**src/rtl/mac_pkg.sv**
```systemverilog
// mac_pkg: shared state encoding, framing constants and CRC-32 step for the receive MAC
package mac_pkg;
  typedef enum logic [2:0] {IDLE, PREAMBLE, DEST_MAC, SRC_MAC, FRAME_TYPE, DATA, CHECK, DISCARD} state_t;
  localparam logic [7:0] PREAMBLE_BYTE = 8'hbc;
  localparam logic [31:0] CRC32_POLY = 32'hedb88320;
  localparam logic [31:0] CRC32_INIT = 32'hffffffff;
  localparam logic [31:0] CRC32_RESIDUE = 32'hdebb20e3;
  localparam logic [47:0] BROADCAST_MAC = 48'hffffffffffff;
  localparam int DEST_LEN = 6;
  localparam int SRC_LEN = 6;
  localparam int TYPE_LEN = 2;
  localparam int FCS_LEN = 4;
  function automatic logic [31:0] crc32_byte(input logic [31:0] c, input logic [7:0] d);
    logic [31:0] r;
    r = c ^ {24'h0, d};
    for (int i = 0; i < 8; i++) r = r[0] ? (r >> 1) ^ CRC32_POLY : r >> 1;
    return r;
  endfunction
endpackage

```
**src/rtl/mac_rx_if.sv**
```systemverilog
// mac_rx_if: byte stream in, payload stream plus frame status out
interface mac_rx_if #(parameter int COUNTER_WIDTH = 11);
  logic [7:0] mac_in;
  logic rx_ctl;
  logic [7:0] rx_data;
  logic rx_valid;
  logic rx_sof;
  logic rx_eof;
  logic [47:0] rx_src_mac;
  logic [15:0] rx_frame_type;
  logic [COUNTER_WIDTH-1:0] rx_len;
  logic frame_good;
  logic frame_bad;
  logic addr_miss;
  modport master (output mac_in, rx_ctl,
                  input rx_data, rx_valid, rx_sof, rx_eof, rx_src_mac, rx_frame_type, rx_len, frame_good, frame_bad, addr_miss);
  modport slave (input mac_in, rx_ctl,
                 output rx_data, rx_valid, rx_sof, rx_eof, rx_src_mac, rx_frame_type, rx_len, frame_good, frame_bad, addr_miss);
endinterface

```
**src/rtl/mac_crc_rx.sv**
```systemverilog
// mac_crc_rx: byte-wide reflected CRC-32 register, left unfinalised so the residue can be checked
module mac_crc_rx import mac_pkg::*; (
  input  logic        clk,
  input  logic        rst,
  input  logic        init,
  input  logic        en,
  input  logic [7:0]  data_in,
  output logic [31:0] crc_out
);
  // seed on init, otherwise fold in one byte per enabled cycle
  always_ff @(posedge clk or posedge rst)
    if (rst) crc_out <= '0;
    else if (init) crc_out <= CRC32_INIT;
    else if (en) crc_out <= crc32_byte(crc_out, data_in);
endmodule

```
**src/rtl/mac_rx.sv**
```systemverilog
// mac_rx: receive framer with preamble check, address filter, FCS strip and CRC-32 check
module mac_rx import mac_pkg::*; #(
  parameter logic [47:0] MAC_ADDR      = 48'hdeadbeefcafe,
  parameter logic [7:0]  PREAMBLE_BYTE = mac_pkg::PREAMBLE_BYTE,
  parameter int          PREAMBLE_LEN  = 8,
  parameter int          MAX_PAYLOAD   = 1500,
  parameter int          COUNTER_WIDTH = 11
) (
  input logic       clk,
  input logic       rst,
  mac_rx_if.slave   bus
);
  localparam int PIPE = FCS_LEN + 1;
  state_t state, nstate;
  logic [COUNTER_WIDTH-1:0] cnt, paycnt;
  logic [2:0] pcnt;
  logic [8*PIPE-1:0] pipe;
  logic [47:0] mac_sh, src_sh;
  logic [7:0] type_hi;
  logic [31:0] crc;
  logic uc_ok, bc_ok, uc_n, bc_n, miss_flag, pre_ok, pre_last, full, room, chk;
  logic emit_d, emit_c, hdr_drop, good_n, bad_n, miss_n, cap, crc_init, crc_en;

  mac_crc_rx u_crc (.clk(clk), .rst(rst), .init(crc_init), .en(crc_en), .data_in(bus.mac_in), .crc_out(crc));

  assign mac_sh   = MAC_ADDR << {cnt[2:0], 3'b000};
  assign pre_ok   = bus.mac_in == PREAMBLE_BYTE;
  assign pre_last = cnt == COUNTER_WIDTH'(PREAMBLE_LEN - 1);
  assign uc_n     = uc_ok && bus.mac_in == mac_sh[47:40];
  assign bc_n     = bc_ok && bus.mac_in == BROADCAST_MAC[7:0];
  assign full     = pcnt == 3'(PIPE);
  assign room     = paycnt != COUNTER_WIDTH'(MAX_PAYLOAD);
  assign chk      = state == DATA && !bus.rx_ctl;

  // state register
  always_ff @(posedge clk or posedge rst)
    if (rst) state <= IDLE;
    else state <= nstate;

  // next-state decode
  always_comb begin
    nstate = state;
    case (state)
      IDLE:       nstate = !bus.rx_ctl ? IDLE : !pre_ok ? DISCARD : pre_last ? DEST_MAC : PREAMBLE;
      PREAMBLE:   nstate = !(bus.rx_ctl && pre_ok) ? DISCARD : pre_last ? DEST_MAC : PREAMBLE;
      DEST_MAC:   nstate = !bus.rx_ctl ? IDLE : cnt != COUNTER_WIDTH'(DEST_LEN - 1) ? DEST_MAC : (uc_n || bc_n) ? SRC_MAC : DISCARD;
      SRC_MAC:    nstate = !bus.rx_ctl ? IDLE : cnt != COUNTER_WIDTH'(SRC_LEN - 1) ? SRC_MAC : FRAME_TYPE;
      FRAME_TYPE: nstate = !bus.rx_ctl ? IDLE : cnt != COUNTER_WIDTH'(TYPE_LEN - 1) ? FRAME_TYPE : DATA;
      DATA:       nstate = !bus.rx_ctl ? CHECK : (full && !room) ? DISCARD : DATA;
      CHECK:      nstate = IDLE;
      default:    nstate = bus.rx_ctl ? DISCARD : IDLE;
    endcase
  end

  // per-cycle output and control decisions, registered below
  always_comb begin
    emit_d   = state == DATA && bus.rx_ctl && full && room;
    emit_c   = chk && full && room;
    hdr_drop = (state inside {DEST_MAC, SRC_MAC, FRAME_TYPE}) && !bus.rx_ctl;
    good_n   = emit_c && crc == CRC32_RESIDUE;
    miss_n   = state == DISCARD && !bus.rx_ctl && miss_flag;
    bad_n    = (chk && !good_n) || hdr_drop || (state == DISCARD && !bus.rx_ctl && !miss_flag);
    cap      = state == FRAME_TYPE && bus.rx_ctl && cnt == COUNTER_WIDTH'(TYPE_LEN - 1);
    crc_init = (state inside {IDLE, PREAMBLE}) && nstate == DEST_MAC;
    crc_en   = (state inside {DEST_MAC, SRC_MAC, FRAME_TYPE, DATA}) && bus.rx_ctl;
  end

  // counters, address match flags, header shifters and the FCS-hiding delay line
  always_ff @(posedge clk or posedge rst)
    if (rst) begin
      cnt <= '0;
      paycnt <= '0;
      pcnt <= '0;
      pipe <= '0;
      src_sh <= '0;
      type_hi <= '0;
      uc_ok <= 1'b1;
      bc_ok <= 1'b1;
      miss_flag <= 1'b0;
    end else begin
      cnt <= (nstate == IDLE || (nstate != state && state != IDLE)) ? '0 : cnt + 1'b1;
      paycnt <= state == IDLE ? '0 : paycnt + COUNTER_WIDTH'(emit_d);
      pcnt <= state != DATA ? '0 : (bus.rx_ctl && !full) ? pcnt + 1'b1 : pcnt;
      if (state == DATA && bus.rx_ctl) pipe <= {pipe[8*PIPE-9:0], bus.mac_in};
      if (state == SRC_MAC && bus.rx_ctl) src_sh <= {src_sh[39:0], bus.mac_in};
      if (state == FRAME_TYPE && bus.rx_ctl) type_hi <= bus.mac_in;
      uc_ok <= state != DEST_MAC || uc_n;
      bc_ok <= state != DEST_MAC || bc_n;
      miss_flag <= state == DISCARD ? miss_flag : state == DEST_MAC && nstate == DISCARD;
    end

  // registered user-facing outputs
  always_ff @(posedge clk or posedge rst)
    if (rst) begin
      bus.rx_data <= '0;
      bus.rx_valid <= 1'b0;
      bus.rx_sof <= 1'b0;
      bus.rx_eof <= 1'b0;
      bus.rx_len <= '0;
      bus.rx_src_mac <= '0;
      bus.rx_frame_type <= '0;
      bus.frame_good <= 1'b0;
      bus.frame_bad <= 1'b0;
      bus.addr_miss <= 1'b0;
    end else begin
      bus.rx_valid <= emit_d || emit_c;
      if (emit_d || emit_c) bus.rx_data <= pipe[8*PIPE-1 -: 8];
      bus.rx_sof <= (emit_d || emit_c) && paycnt == '0;
      bus.rx_eof <= emit_c;
      bus.rx_len <= emit_c ? paycnt + 1'b1 : '0;
      bus.frame_good <= good_n;
      bus.frame_bad <= bad_n;
      bus.addr_miss <= miss_n;
      if (cap) begin
        bus.rx_src_mac <= src_sh;
        bus.rx_frame_type <= {type_hi, bus.mac_in};
      end
    end
endmodule

```
**src/flat_wrapper.sv**
```systemverilog
// flat-port wrapper written by rule: the top's interface ports become plain ports
module mac_rx_flat import mac_pkg::*;
#(
  parameter logic [47:0] MAC_ADDR      = 48'hdeadbeefcafe,
  parameter logic [7:0]  PREAMBLE_BYTE = mac_pkg::PREAMBLE_BYTE,
  parameter int          PREAMBLE_LEN  = 8,
  parameter int          MAX_PAYLOAD   = 1500,
  parameter int          COUNTER_WIDTH = 11
)
  (clk, rst, bus_mac_in, bus_rx_ctl, bus_rx_data, bus_rx_valid, bus_rx_sof, bus_rx_eof, bus_rx_src_mac, bus_rx_frame_type, bus_rx_len, bus_frame_good, bus_frame_bad, bus_addr_miss);
  mac_rx_if #(.COUNTER_WIDTH(COUNTER_WIDTH)) bus_i ();
  input logic clk;
  input logic rst;
  input wire logic [$bits(bus_i.mac_in)-1:0] bus_mac_in;
  input wire logic [$bits(bus_i.rx_ctl)-1:0] bus_rx_ctl;
  output wire logic [$bits(bus_i.rx_data)-1:0] bus_rx_data;
  output wire logic [$bits(bus_i.rx_valid)-1:0] bus_rx_valid;
  output wire logic [$bits(bus_i.rx_sof)-1:0] bus_rx_sof;
  output wire logic [$bits(bus_i.rx_eof)-1:0] bus_rx_eof;
  output wire logic [$bits(bus_i.rx_src_mac)-1:0] bus_rx_src_mac;
  output wire logic [$bits(bus_i.rx_frame_type)-1:0] bus_rx_frame_type;
  output wire logic [$bits(bus_i.rx_len)-1:0] bus_rx_len;
  output wire logic [$bits(bus_i.frame_good)-1:0] bus_frame_good;
  output wire logic [$bits(bus_i.frame_bad)-1:0] bus_frame_bad;
  output wire logic [$bits(bus_i.addr_miss)-1:0] bus_addr_miss;
  assign bus_i.mac_in = bus_mac_in;
  assign bus_i.rx_ctl = bus_rx_ctl;
  assign bus_rx_data = bus_i.rx_data;
  assign bus_rx_valid = bus_i.rx_valid;
  assign bus_rx_sof = bus_i.rx_sof;
  assign bus_rx_eof = bus_i.rx_eof;
  assign bus_rx_src_mac = bus_i.rx_src_mac;
  assign bus_rx_frame_type = bus_i.rx_frame_type;
  assign bus_rx_len = bus_i.rx_len;
  assign bus_frame_good = bus_i.frame_good;
  assign bus_frame_bad = bus_i.frame_bad;
  assign bus_addr_miss = bus_i.addr_miss;
  mac_rx #(.MAC_ADDR(MAC_ADDR), .PREAMBLE_BYTE(PREAMBLE_BYTE), .PREAMBLE_LEN(PREAMBLE_LEN), .MAX_PAYLOAD(MAX_PAYLOAD), .COUNTER_WIDTH(COUNTER_WIDTH)) u_core (.clk(clk), .rst(rst), .bus(bus_i));
endmodule
```
**config.mk**
```make
export PLATFORM = sky130hd
export DESIGN_NAME = mac_rx_flat
export DESIGN_NICKNAME = d
export VERILOG_FILES = /design/src/rtl/mac_pkg.sv /design/src/rtl/mac_rx_if.sv /design/src/rtl/mac_crc_rx.sv /design/src/rtl/mac_rx.sv /design/src/flat_wrapper.sv
export SDC_FILE = /design/constraint.sdc
export NUM_CORES = 1
export LEC_CHECK = 0
export ABC_AREA = 1
export CORE_ASPECT_RATIO = 0.8
export CORE_UTILIZATION = 62
export CTS_CLUSTER_SIZE = 10
export DETAILED_ROUTE_END_ITERATION = 8
export PLACE_DENSITY = 0.9
export SLEW_MARGIN = 20
export SYNTH_ARGS = -nofsm -noshare
export SYNTH_HDL_FRONTEND = slang
export SYNTH_SLANG_ARGS = --single-unit
```
**constraint.sdc**
```tcl
create_clock -name clk -period 26.2 [get_ports clk]
set_input_delay 5.24 -clock clk [delete_from_list [all_inputs] [get_ports clk]]
set_output_delay 5.24 -clock clk [all_outputs]
set_load 0.05 [all_outputs]
```
Figure 1. The metal 1 layer.
Scale bar: 50 um.
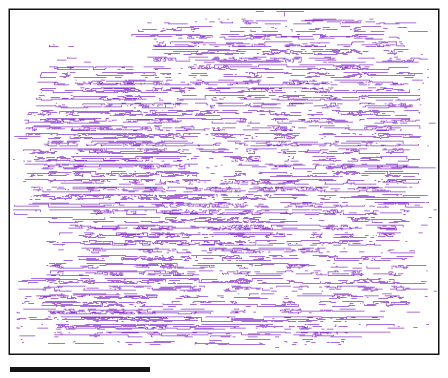
longest straight run: 39.3 um
share of all routed wire: 44%

Figure 2. Met2 routing.
Scale bar: 50 um.
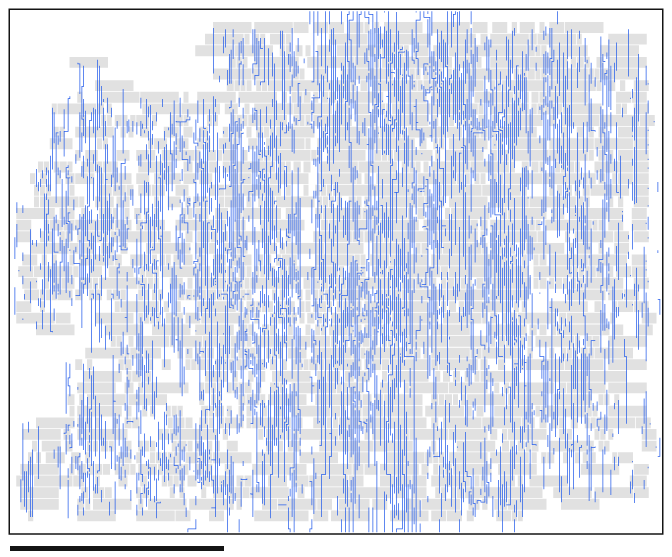
nets with wire on the layer: 1190
longest straight run: 46.6 um
main direction: vertical
wire length on this layer: 12700 um
Total Wirelength: 27500 um
met2 global-route usage: 48.6%
via count: 9206

==> run_results.csv <==
group,metric,value,unit
placement,post-place-ws,17750,ps
layout,layout.area.comb,4220,sq um
power,p_leak,6.39,nW
power,power.total,1.61,mW
synthesis,synth_cell_types,42,
worst_setup_path,r2r_start,"u_core.state[1]$_DFF_PP0_",
synthesis,enable_flop_cells,0,
status,status,"complete, but fails checks",
detailed_routing,first_pass_iters,7,
power,maxPowerGroup,"combinational logic",
status,violations,"DRC",
worst_setup_path,path_cells,"clkdlybuf4s50_1, nand2_1, clkinv_1, nand3_1, mux2i_1, nand2_1",
worst_setup_path,worstSetupPathType,"in -> reg",
synthesis,ys_seq_share,55.3,%
layout,fin_util,74.9,%
worst_setup_path,start_kind,"primary input",
global_routing,grt_util_met1,44.2,%
detailed_routing,route.met2.wl,12700,um
layout,nNetsFinal,1425,
detailed_routing,drc_errors,12,
synthesis,async_flop_share,100,%
Figure 3. Signal wires on met3.
Scale bar: 50 um.
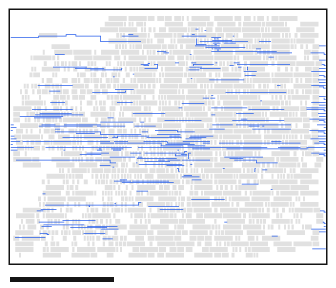
main direction: horizontal
nets with wire on the layer: 172
share of all routed wire: 8.0%
longest straight run: 62.1 um
wire length on this layer: 2190 um
met3 global-route usage: 4.17%

Figure 4. Met4 routing.
Scale bar: 50 um.
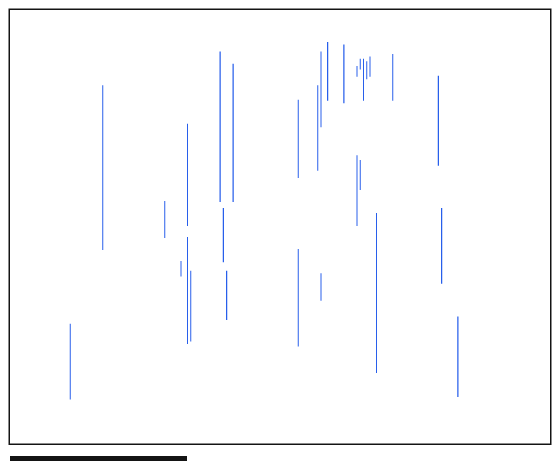
wire length on this layer: 585 um
nets with wire on the layer: 23
main direction: vertical

flip-flops by register name, summed over array words and instances (netlist names), 3 cells and up:
name,cells
u_core.pipe,40
u_core.cnt,11
u_core.src_sh,48
u_core.bus.rx_src_mac,48
u_core.type_hi,8
u_core.bus.rx_frame_type,16
u_core.bus.rx_len,11
u_core.paycnt,11
u_core.bus.rx_data,8
u_core.pcnt,3
u_core.u_crc.crc_out,32
u_core.state,3
cell usage in the layout, fill, tap and decap left out, types with 2 or more instances in the layout:
master           instances
a211oi_1                 2
a21oi_1                 27
a31oi_1                  5
buf_4                    5
clkbuf_1                 9
clkbuf_16               29
clkdlybuf4s50_1         99
dfrtp_1                246
dfstp_2                  2
ha_1                    11
inv_1                  152
inv_2                    6
mux2i_1                  2
nand2_1                392
nand2_2                 12
nand3_1                 32
nand4_1                 13
nor2_1                  65
nor2_2                  13
nor3_1                   7
nor3b_1                  2
nor4_1                   9
o21ai_0                187
o21ai_1                  2
o21bai_1                 2
o22ai_1                  2
or2_2                    5
xnor2_1                 14
xnor2_2                  2
xor2_1                  44
tightest hold or removal path, stage by stage, from the launching register on:
cell and delay [ps]:
dfrtp_1 340, nand2_1 50, nand2_1 50
cells by family (layout without fill, tap and decap cells):
logic type,Yosys count,after routing,synth area share [%]
compound gates,228,228,10.4
xor+xnor,60,60,4.81
fa+ha+maj,11,11,1.22
buf+inv,205,305,7.19
flops,248,248,55.3
mux,2,2,0.178
simple gates,558,558,21.0
area by class of cell:
type	instances	area share (%)
clock inverter	2	0.219
tap	225	2.14
multi-input combinational	859	32.1
sequential	248	47.3
timing repair buffer	104	7.83
clock buffer	38	5.78
inverter	161	4.67
Power is estimated from default activity; no workload was simulated.
